==> src/rtl/exc_ctrl_if.sv <==
`default_nettype none
// +----------------------------------------------------------------------+
// | exc_ctrl_if : decode-side bus between the pipeline and exc_ctrl      |
// | Revision    : 1.0                                                    |
// +----------------------------------------------------------------------+
interface exc_ctrl_if #(
    parameter int DATA_WIDTH = 16
);
    logic                  instr_valid;
    logic [4:0]            op;
    logic                  illegal_op;
    logic [DATA_WIDTH-1:0] pc_next;
    logic                  flush;
    logic                  redirect;
    logic [DATA_WIDTH-1:0] redirect_pc;
    logic [DATA_WIDTH-1:0] epc;
    logic                  in_handler;
    logic                  double_fault;
    logic [1:0]            cause;

    modport master (
        output instr_valid, op, illegal_op, pc_next,
        input  flush, redirect, redirect_pc, epc, in_handler, double_fault, cause
    );

    modport slave (
        input  instr_valid, op, illegal_op, pc_next,
        output flush, redirect, redirect_pc, epc, in_handler, double_fault, cause
    );
endinterface
`default_nettype wire

==> src/rtl/exc_ctrl.sv <==
`default_nettype none
// +----------------------------------------------------------------------+
// | exc_ctrl : exception sequencer (EPC capture, flush, vector, RTI).    |
// | Optional macro EXC_CAUSE_EN builds the cause register. Revision: 1.0 |
// +----------------------------------------------------------------------+
module exc_ctrl #(
    parameter int                    DATA_WIDTH   = 16,
    parameter logic [DATA_WIDTH-1:0] EXC_VECTOR   = 16'h0002,
    parameter int                    FLUSH_CYCLES = 2
) (
    input  wire logic      clk,
    input  wire logic      rst_n,
    exc_ctrl_if.slave      bus
);

    localparam logic [4:0] OP_SIIC    = 5'b00010;
    localparam logic [4:0] OP_RTI     = 5'b00011;
    localparam logic [2:0] FLUSH_LOAD = 3'(FLUSH_CYCLES);

    typedef enum logic [2:0] {
        IDLE    = 3'd0,
        FLUSH   = 3'd1,
        REDIR   = 3'd2,
        HANDLER = 3'd3,
        DFAULT  = 3'd4
    } state_t;

    state_t                state, state_nxt;
    logic [2:0]            cnt, cnt_nxt;
    logic [DATA_WIDTH-1:0] epc, epc_nxt;
    logic [DATA_WIDTH-1:0] redirect_pc, redirect_pc_nxt;
    logic                  flush, flush_nxt;
    logic                  redirect, redirect_nxt;
    logic                  in_handler, in_handler_nxt;
    logic                  double_fault, double_fault_nxt;
    logic                  trigger, rti, capture, rti_fire;

    assign trigger = bus.instr_valid & (bus.illegal_op | (bus.op == OP_SIIC));
    assign rti     = bus.instr_valid & ~bus.illegal_op & (bus.op == OP_RTI);

    always_comb begin
        state_nxt       = state;
        cnt_nxt         = cnt;
        epc_nxt         = epc;
        redirect_pc_nxt = redirect_pc;
        capture         = 1'b0;
        rti_fire        = 1'b0;
        case (state)
            IDLE: begin
                if (trigger) begin
                    state_nxt = FLUSH;
                    cnt_nxt   = FLUSH_LOAD;
                    epc_nxt   = bus.pc_next;
                    capture   = 1'b1;
                end else if (rti) begin
                    rti_fire        = 1'b1;
                    redirect_pc_nxt = epc;
                end
            end
            FLUSH: begin
                cnt_nxt = cnt - 3'd1;
                if (cnt == 3'd1) begin
                    state_nxt = REDIR;
                end
            end
            REDIR: begin
                state_nxt = HANDLER;
            end
            HANDLER: begin
                // A fault inside the handler is fatal; EPC keeps the first return address.
                if (trigger) begin
                    state_nxt = DFAULT;
                end else if (rti) begin
                    state_nxt       = IDLE;
                    rti_fire        = 1'b1;
                    redirect_pc_nxt = epc;
                end
            end
            DFAULT: begin
                state_nxt = DFAULT;
            end
            default: begin
                state_nxt = IDLE;
            end
        endcase

        if (state_nxt == REDIR) begin
            redirect_pc_nxt = EXC_VECTOR;
        end
        flush_nxt        = (state_nxt == FLUSH) || (state_nxt == REDIR) ||
                           (state_nxt == DFAULT) || rti_fire;
        redirect_nxt     = (state_nxt == REDIR) || rti_fire;
        in_handler_nxt   = (state_nxt == HANDLER);
        double_fault_nxt = (state_nxt == DFAULT);
    end

    always_ff @(posedge clk or negedge rst_n) begin
        if (!rst_n) begin
            state        <= IDLE;
            cnt          <= 3'd0;
            epc          <= '0;
            redirect_pc  <= '0;
            flush        <= 1'b0;
            redirect     <= 1'b0;
            in_handler   <= 1'b0;
            double_fault <= 1'b0;
        end else begin
            state        <= state_nxt;
            cnt          <= cnt_nxt;
            epc          <= epc_nxt;
            redirect_pc  <= redirect_pc_nxt;
            flush        <= flush_nxt;
            redirect     <= redirect_nxt;
            in_handler   <= in_handler_nxt;
            double_fault <= double_fault_nxt;
        end
    end

`ifdef EXC_CAUSE_EN
    logic [1:0] cause;

    always_ff @(posedge clk or negedge rst_n) begin
        if (!rst_n) begin
            cause <= 2'd0;
        end else if (capture) begin
            cause <= bus.illegal_op ? 2'd1 : 2'd2;
        end else if (rti_fire) begin
            cause <= 2'd0;
        end
    end

    assign bus.cause = cause;
`else
    assign bus.cause = 2'b00;
`endif

    assign bus.flush        = flush;
    assign bus.redirect     = redirect;
    assign bus.redirect_pc  = redirect_pc;
    assign bus.epc          = epc;
    assign bus.in_handler   = in_handler;
    assign bus.double_fault = double_fault;

endmodule
`default_nettype wire

==> src/flat_wrapper.sv <==
// flat-port wrapper written by rule: the top's interface ports become plain ports
module exc_ctrl_flat 
#(
    parameter int                    DATA_WIDTH   = 16,
    parameter logic [DATA_WIDTH-1:0] EXC_VECTOR   = 16'h0002,
    parameter int                    FLUSH_CYCLES = 2
)
  (clk, rst_n, bus_instr_valid, bus_op, bus_illegal_op, bus_pc_next, bus_flush, bus_redirect, bus_redirect_pc, bus_epc, bus_in_handler, bus_double_fault, bus_cause);
  exc_ctrl_if #(.DATA_WIDTH(DATA_WIDTH)) bus_i ();
  input  wire logic clk;
  input  wire logic rst_n;
  input wire logic [$bits(bus_i.instr_valid)-1:0] bus_instr_valid;
  input wire logic [$bits(bus_i.op)-1:0] bus_op;
  input wire logic [$bits(bus_i.illegal_op)-1:0] bus_illegal_op;
  input wire logic [$bits(bus_i.pc_next)-1:0] bus_pc_next;
  output wire logic [$bits(bus_i.flush)-1:0] bus_flush;
  output wire logic [$bits(bus_i.redirect)-1:0] bus_redirect;
  output wire logic [$bits(bus_i.redirect_pc)-1:0] bus_redirect_pc;
  output wire logic [$bits(bus_i.epc)-1:0] bus_epc;
  output wire logic [$bits(bus_i.in_handler)-1:0] bus_in_handler;
  output wire logic [$bits(bus_i.double_fault)-1:0] bus_double_fault;
  output wire logic [$bits(bus_i.cause)-1:0] bus_cause;
  assign bus_i.instr_valid = bus_instr_valid;
  assign bus_i.op = bus_op;
  assign bus_i.illegal_op = bus_illegal_op;
  assign bus_i.pc_next = bus_pc_next;
  assign bus_flush = bus_i.flush;
  assign bus_redirect = bus_i.redirect;
  assign bus_redirect_pc = bus_i.redirect_pc;
  assign bus_epc = bus_i.epc;
  assign bus_in_handler = bus_i.in_handler;
  assign bus_double_fault = bus_i.double_fault;
  assign bus_cause = bus_i.cause;
  exc_ctrl #(.DATA_WIDTH(DATA_WIDTH), .EXC_VECTOR(EXC_VECTOR), .FLUSH_CYCLES(FLUSH_CYCLES)) u_core (.clk(clk), .rst_n(rst_n), .bus(bus_i));
endmodule
==> config.mk <==
export PLATFORM = sky130hd
export DESIGN_NAME = exc_ctrl_flat
export DESIGN_NICKNAME = d
export VERILOG_FILES = /design/src/rtl/exc_ctrl_if.sv /design/src/rtl/exc_ctrl.sv /design/src/flat_wrapper.sv
export SDC_FILE = /design/constraint.sdc
export NUM_CORES = 1
export LEC_CHECK = 0
export CAP_MARGIN = 20
export CORE_MARGIN = 2
export CORE_UTILIZATION = 40
export CTS_CLUSTER_DIAMETER = 30
export DETAILED_ROUTE_END_ITERATION = 12
export GPL_TIMING_DRIVEN = 0
export PLACE_DENSITY = 0.81
export SLEW_MARGIN = 15
export SYNTH_ARGS = -nofsm -noshare
export SYNTH_HDL_FRONTEND = slang
export SYNTH_SLANG_ARGS = --single-unit
==> constraint.sdc <==
create_clock -name clk -period 1.8 [get_ports clk]
set_input_delay 0.54 -clock clk [delete_from_list [all_inputs] [get_ports clk]]
set_output_delay 0.54 -clock clk [all_outputs]
set_load 0.02 [all_outputs]
==> run_1/final_congestion.png <==
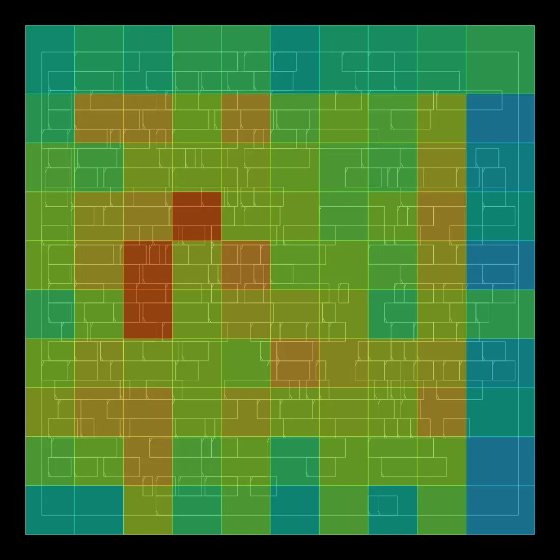
Top Usage Layer GRT: met2
met2 Use GR: 24.59%
Final Util: 62.13%
gr usage total: 16.34%
met3 usage: 6.751%

==> run_1/met3.png <==
Scale bar: 20 um.
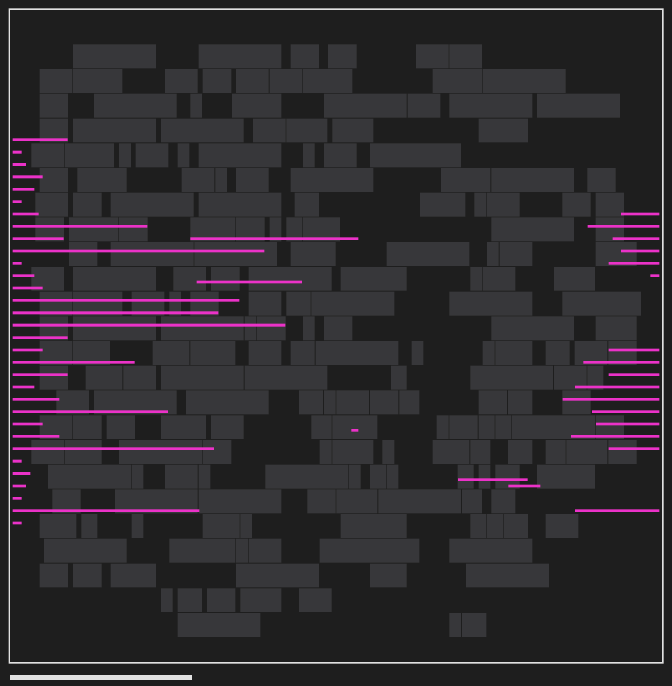
share of all routed wire: 10%
longest straight run: 29.7 um
nets with wire on the layer: 51

==> flow_summary_export.csv, run 1 <==
group,metric,value,unit
synth,synthCells,137,
detailed_routing,wl_met3,393,um
finish,area_delta_synth_final,48.40,%
grt,grt_pass1_vias,1381,
pwr,pg_comb,1.64,mW
clock_tree,cts_tree,"yes",
min_path,hp-class,"in2async",
pwr,switchingPower,1.391,mW
sta,fmax,0.5713,GHz
detailed_routing,drt_iter0_drc,26,
synth,synth_warnings,0,
die,io-pin-count,63,
run,cap_violations,0,
setup_path,start_kind,"flop",
pwr,comb_power_share,41.7,%
synth,ys_seq_elements,42,
sta,finalSetupViolations,0,
die,die_w,71.74,um
detailed_routing,drtPass1Iterations,4,
finish,drive_above_1_share,21.13,%
die,rows,24,
detailed_routing,top_layer,"met4",
synth,edf_count,0,
die,die_h,71.74,um
detailed_routing,vias_per_cell,4.921,
setup_path,crit_start,"u_core.bus.double_fault",
synth,async_flop_share,100.0,%
pwr,intPower,2.547,mW
outcome,status,"finished, final reports clean",
pwr,seqPwrFrac,39.1,%
placed_design,gp_congestion,0.7065,
pwr,clkPwrFrac,19.2,%
setup_path,rr_worst_depth,5,
synth,synth_cell_types,33,
synth,synth_seq_share,57.26,%
finish,antenna_cells,0,
synth,netlist_area,1836,um^2
finish,layout.cells.non_filler,265,
setup_path,endpoint,"bus_double_fault",
==> run_1/clock_map.png <==
Scale bar: 20 um.
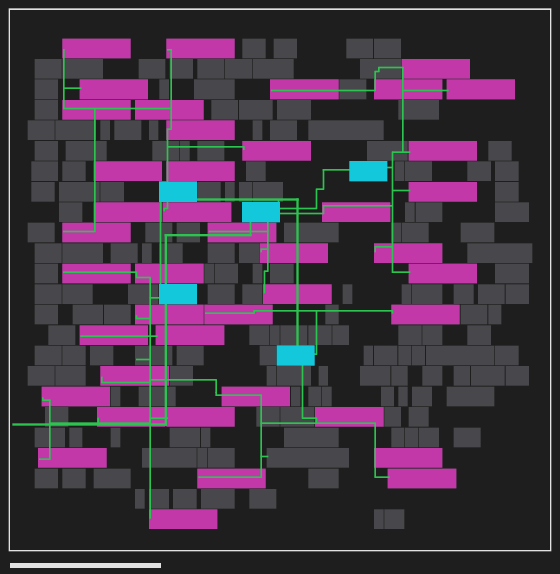
[cells driving clock nets] cyan | count: 5
[flip-flops] magenta | count: 42
[clock wires] green | length: 521 um
routed clock nets: 6

run 1: cell usage after synthesis, types with 2 or more instances:
library cell / number / area [um^2]
buf_2: 2 / 10.01
buf_4: 2 / 15.01
buf_6: 2 / 22.52
clkbuf_1: 2 / 7.510
dfrtp_1: 42 / 1051
ha_1: 2 / 25.02
inv_1: 3 / 11.26
mux2_2: 6 / 67.56
mux2_4: 10 / 150.1
mux2i_1: 17 / 170.2
nand2_1: 6 / 22.52
nand3_1: 2 / 10.01
nor2_1: 16 / 60.06
nor2b_1: 2 / 12.51
o211ai_1: 2 / 15.01
o21ai_0: 4 / 20.02
run 1: cells in the final DEF, fill, tap and decap left out, types with 2 or more instances in the layout:
| cell type | instances |
|---|---|
| buf_12 | 2 |
| buf_2 | 2 |
| buf_4 | 7 |
| buf_6 | 3 |
| clkbuf_1 | 2 |
| clkbuf_8 | 6 |
| clkdlybuf4s50_1 | 19 |
| conb_1 | 2 |
| dfrtp_1 | 42 |
| dlygate4sd2_1 | 31 |
| dlymetal6s2s_1 | 7 |
| ha_1 | 2 |
| inv_1 | 3 |
| mux2_2 | 6 |
| mux2_4 | 10 |
| mux2i_1 | 16 |
| nand2_1 | 6 |
| nand3_1 | 2 |
| nor2_1 | 15 |
| nor2b_1 | 2 |
| o211ai_1 | 2 |
| o21ai_0 | 3 |
run 1: kinds of logic after synthesis:
logic type / synth area share [%]
xor+xnor: 0.4773
buf+inv: 3.613
flops: 57.26
fa+ha+maj: 1.363
simple gates: 10.43
mux: 21.13
compound gates: 5.522
other cells: 0.2043
run 1: area by class of cell:
class / instances / area share [%]
flip-flops and latches: 42 / 38.59
multi-input cells: 85 / 27.47
repair buffers: 68 / 24.44
clock buffers: 6 / 3.032
plain buffers: 8 / 2.572
well taps: 52 / 2.389
clock inverters: 1 / 1.102
inverters: 3 / 0.4134
==> run_1/met2.png <==
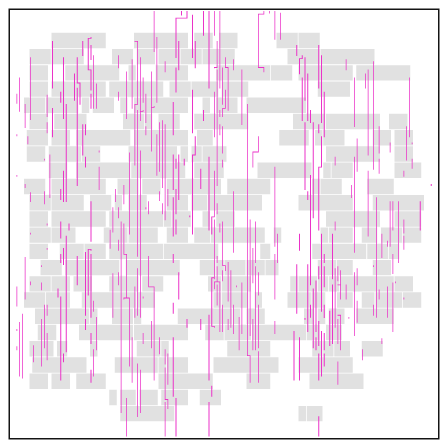

--- run 2 (diff from run 1) ---
--- a/config.mk
+++ b/config.mk
@@ -7,11 +7,11 @@
 export LEC_CHECK = 0
 export CAP_MARGIN = 20
 export CORE_MARGIN = 2
-export CORE_UTILIZATION = 40
+export CORE_UTILIZATION = 35
 export CTS_CLUSTER_DIAMETER = 30
 export DETAILED_ROUTE_END_ITERATION = 12
 export GPL_TIMING_DRIVEN = 0
-export PLACE_DENSITY = 0.81
+export PLACE_DENSITY = 0.73
 export SLEW_MARGIN = 15
 export SYNTH_ARGS = -nofsm -noshare
 export SYNTH_HDL_FRONTEND = slang
==> run_2/met2.png <==
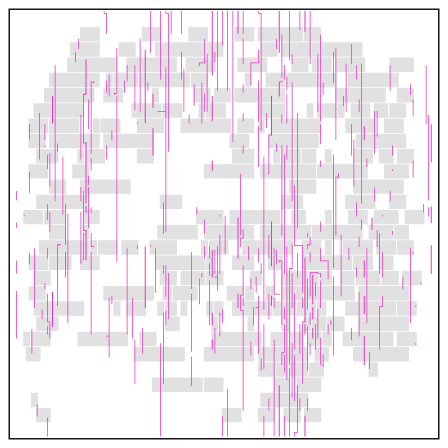
main direction: vertical
nets with wire on the layer: 209
wire length on this layer: 1800 um

==> run_2/metal_stack.png <==
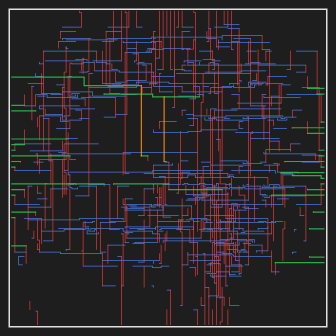
| layer | color | wire length |
|---|---|---|
| met3 | green | 251 um |
| met4 | orange | 32.6 um |
| met1 | blue | 1790 um |
| met2 | red | 1800 um |

==> flow_summary_export.csv, run 2 <==
group,metric,value,unit
detailed_routing,drtPass1Iterations,2,
placed_design,gp_congestion,0.7355,
die,io-pin-count,63,
finish,nonClkBufAreaFrac,28.13,%
synth,yosysTopAreaCellShare,57.26,%
pwr,seqPwrFrac,40.3,%
die,die_h,76.42,um
detailed_routing,wl_met3,250,um
synth,yosys-top-cells-area,"dfrtp_1 (57%), mux2i_1 (9.3%), mux2_4 (8.2%)",
grt,grt_util_all_layers,14.06,%
finish,antenna_cells,0,
die,die_w,76.42,um
synth,muxShareOfSynthArea,21.13,%
clock_tree,cts_tree,"yes",
synth,synthTopLogicFamily,"multiplexers",
finish,nClkBuffers,7,
finish,flops,42,
synth,synth_warnings,0,
finish,layout_top_cells,"dfrtp_1 (42), dlygate4sd2_1 (30), clkdlybuf4s50_1 (20), mux2i_1 (17), nor2_1 (15)",
run,cap_violations,0,
synth,ys_seq_elements,42,
finish,clock_cell_area_share,3.306,%
synth,top_area_cell,"dfrtp_1",
synth,synth-adder-area-share,1.363,%
finish,drive_above_1_share,21.20,%
die,tap_cells,70,
sta,finalSetupViolations,0,
synth,ys_sh_simple,10.43,%
sta,fmax,0.5747,GHz
outcome,status,"finished, final reports clean",
die,rows,26,
grt,grt_pass1_vias,1266,
pwr,intPower,2.422,mW
finish,comb_cells,85,
pwr,comb_power_share,43.7,%
## run 2: what timing repair did
action	CTS	global route
gates resized	38	14
setup buffers	3	6
setup endpoints to repair	62	36
hold buffers	0	0
cloned	1	0
pin swaps	2	2
hold endpoints to repair	0	0
## run 2: power groups by stage
| stage | clock network [mW] | registers [mW] | logic, mW |
|---|---|---|---|
| 2_1_floorplan | 0 | 1.86 | 0.648 |
| 3_3_place_gp | 0 | 1.53 | 1.74 |
| 3_5_place_dp | 0 | 1.55 | 1.78 |
| 4_1_cts | 0.632 | 1.52 | 1.67 |
| 5_1_grt | 0.679 | 1.59 | 1.78 |
| 6_report | 0.609 | 1.53 | 1.66 |
## run 2: path summary, 6_finish.rpt
| kind | depth (start not counted) | start | to |
|---|---|---|---|
| min in group clk | 2 | u_core.bus.redirect_pc[1] | u_core.bus.redirect_pc[1] |
| setup / recovery | 1 | u_core.bus.redirect | bus_redirect |
| hold reg to reg | 2 | u_core.bus.redirect_pc[1] | u_core.bus.redirect_pc[1] |
| max in group asynchronous | 2 | rst_n | u_core.bus.redirect_pc[11] |
| hold / removal | 1 | rst_n | u_core.bus.flush |
| setup reg to reg | 7 | u_core.cnt[1] | u_core.bus.redirect_pc[2] |
## run 2: stage by stage
stage | setup WS [ps] | cells
after floorplan | 35.44 | 138
after global placement | -899.3 | 268
after detailed placement | -583.0 | 269
after CTS | 1.281 | 281
after global routing | 4.194 | 287
final | 60.10 | 287
## run 2: kinds of logic (layout without fill, tap and decap cells)
logic type	count (synthesis)	in the layout
simple gates	34	34
other cells	1	2
xor+xnor	1	1
flops	42	42
fa+ha+maj	2	2
mux	33	33
buf+inv	11	90
compound gates	13	13
## run 2: metal layers
layer	up-vias	global-route usage [%]
met3	4	5.450
met4	0	3.818
met1	623	19.00
met5	-	0
met2	40	21.15
li1	636	-
==> run_2/clock_map.png <==
Scale bar: 20 um.
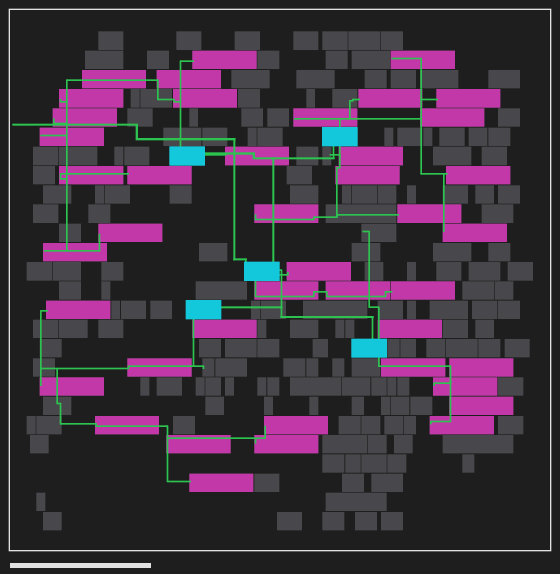

--- run 3 (diff from run 2) ---
--- a/config.mk
+++ b/config.mk
@@ -5,10 +5,10 @@
 export SDC_FILE = /design/constraint.sdc
 export NUM_CORES = 1
 export LEC_CHECK = 0
-export CAP_MARGIN = 20
 export CORE_MARGIN = 2
 export CORE_UTILIZATION = 35
 export CTS_CLUSTER_DIAMETER = 30
+export CTS_CLUSTER_SIZE = 30
 export DETAILED_ROUTE_END_ITERATION = 12
 export GPL_TIMING_DRIVEN = 0
 export PLACE_DENSITY = 0.73
==> constraint.sdc (replaced) <==
create_clock -name clk -period 1.7 [get_ports clk]
set_input_delay 0.51 -clock clk [delete_from_list [all_inputs] [get_ports clk]]
set_output_delay 0.51 -clock clk [all_outputs]
set_load 0.02 [all_outputs]
==> run_3/clock_map.png <==
Scale bar: 20 um.
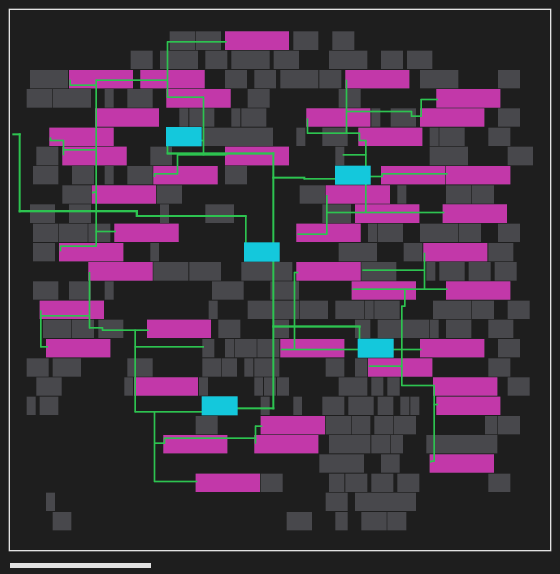
[flip-flops] magenta | count: 42
[clock wires] green | length: 514 um
[cells driving clock nets] cyan | count: 5
flops lie: all over the die

==> run_3/final_congestion.png <==
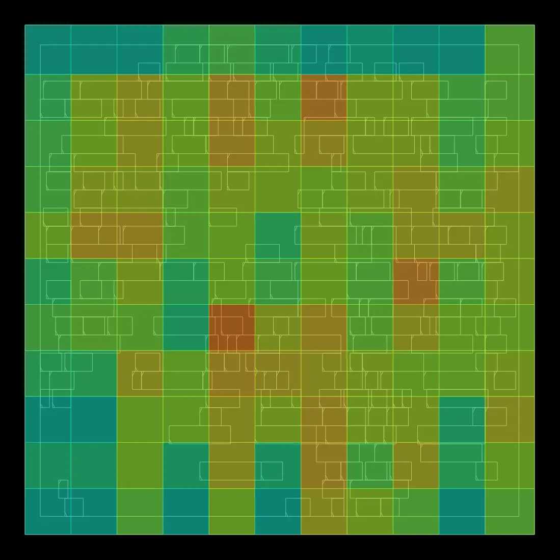
Final Util: 53.43%
met3 usage: 4.739%
M1 GR Usage: 18.22%
routed len/inst: 13.18 um

==> flow_summary_export.csv, run 3 <==
group,metric,value,unit
placed_design,gp_congestion,0.7526,
outcome,status,"finished, final reports clean",
synth,ys_seq_elements,42,
finish,antenna_cells,0,
synth,synth_warnings,0,
synth,yosysTopAreaCellShare,57.26,%
die,die_h,76.42,um
synth,synthTopLogicFamily,"multiplexers",
detailed_routing,drtPass1Iterations,4,
sta,worst_slack,47.06,ps
detailed_routing,wl_met3,216,um
placed_design,place_ws,-654.1,ps
setup_path,rr_worst_depth,6,
finish,layout.cells.non_filler,282,
clock_tree,cts_hold_buf,0,
die,fp_util,36.17,%
synth,muxShareOfSynthArea,21.13,%
setup_path,r2r-start,"u_core.state[2]",
grt,grt_util_all_layers,13.63,%
clock_tree,post-cts-setup-buffer-count,4,
synth,synth_stat.cells,137,
finish,layout_top_cells,"dfrtp_1 (42), dlygate4sd2_1 (40), mux2i_1 (16), clkdlybuf4s50_1 (16), nor2_1 (15)",
grt,grt_util_met2,20.80,%
placed_design,post_dp_cell_area,2550,um^2
detailed_routing,drt_iter0_drc,37,
die,rows,26,
clock_tree,clockBufferDepth,2,
clock_tree,cts_tree,"yes",
grt,grt_pass1_wl,6299,um
grt,top_usage_layer,"met2",
die,die_w,76.42,um
grt,grt_pass1_vias,1258,
synth,top_area_cell,"dfrtp_1",
sta,finalSetupViolations,0,
synth,ys_sh_simple,10.43,%
setup_path,reg2reg_to,"u_core.bus.redirect_pc[2]",
die,io-pin-count,63,
synth,synthCells,137,
finish,drive_above_1_share,21.23,%
synth,synth-adder-area-share,1.363,%
placed_design,place_inst,269,
==> run 3: cell types whose count changed in the layout (fill, tap and decap cells not counted), sizes merged <==
cell / previous run / this run
dlymetal6s2s: 8 / 0
buf: 17 / 13
clkdlybuf4s50: 20 / 16
dlygate4sd2: 30 / 40
clkdlybuf4s15: 1 / 2
==> run 3: power by group <==
group | leakage, nW | internal, mW | switching (mW)
Clock | 0.0482 | 0.328 | 0.326
Sequential | 0.533 | 1.36 | 0.261
Combinational | 0.924 | 0.843 | 0.869
Total | 1.51 | 2.53 | 1.46
==> run 3: cell type report <==
type                            instances  area (um^2)
Tap cell                               70        87.58
Fill cell                             482         2364
Sequential cell                        42         1051
Inverter                                3        11.26
Multi-Input combinational cell         85        744.5
Clock buffer                            7        86.33
Buffer                                  7        72.57
Timing Repair Buffer                   67        653.1
Clock inverter                          1        5.005
==> run 3: how the worst max path moves through the flow <==
stage	endpoint	slack, ps	from
floorplan	u_core.bus.epc[10]	-30	bus_op[3]
global placement	u_core.bus.epc[13]	-1000	rst_n
detailed placement	u_core.bus.epc[11]	-650	bus_op[3]
CTS	u_core.bus.redirect_pc[11]	9	u_core.state[2]
global route	u_core.bus.epc[14]	10	bus_op[2]
finish	u_core.bus.epc[11]	50	bus_op[2]
==> run 3: logic make-up after synthesis <==
kind of cell / Yosys count
AND/OR/NAND/NOR: 34
adder cells (fa/ha/maj): 2
AND-OR/OR-AND: 13
buffers and inverters: 11
flip-flops: 42
other: 1
multiplexers: 33
XOR/XNOR: 1
==> run 3: critical path, cell delays in order <==
cell             delay [ps]
clkdlybuf4s15_1         200
nor4b_4                 330
a22o_4                  180
nand3b_4                140
buf_12                  180
mux2_4                  290
Power and IR drop assume default switching activity.
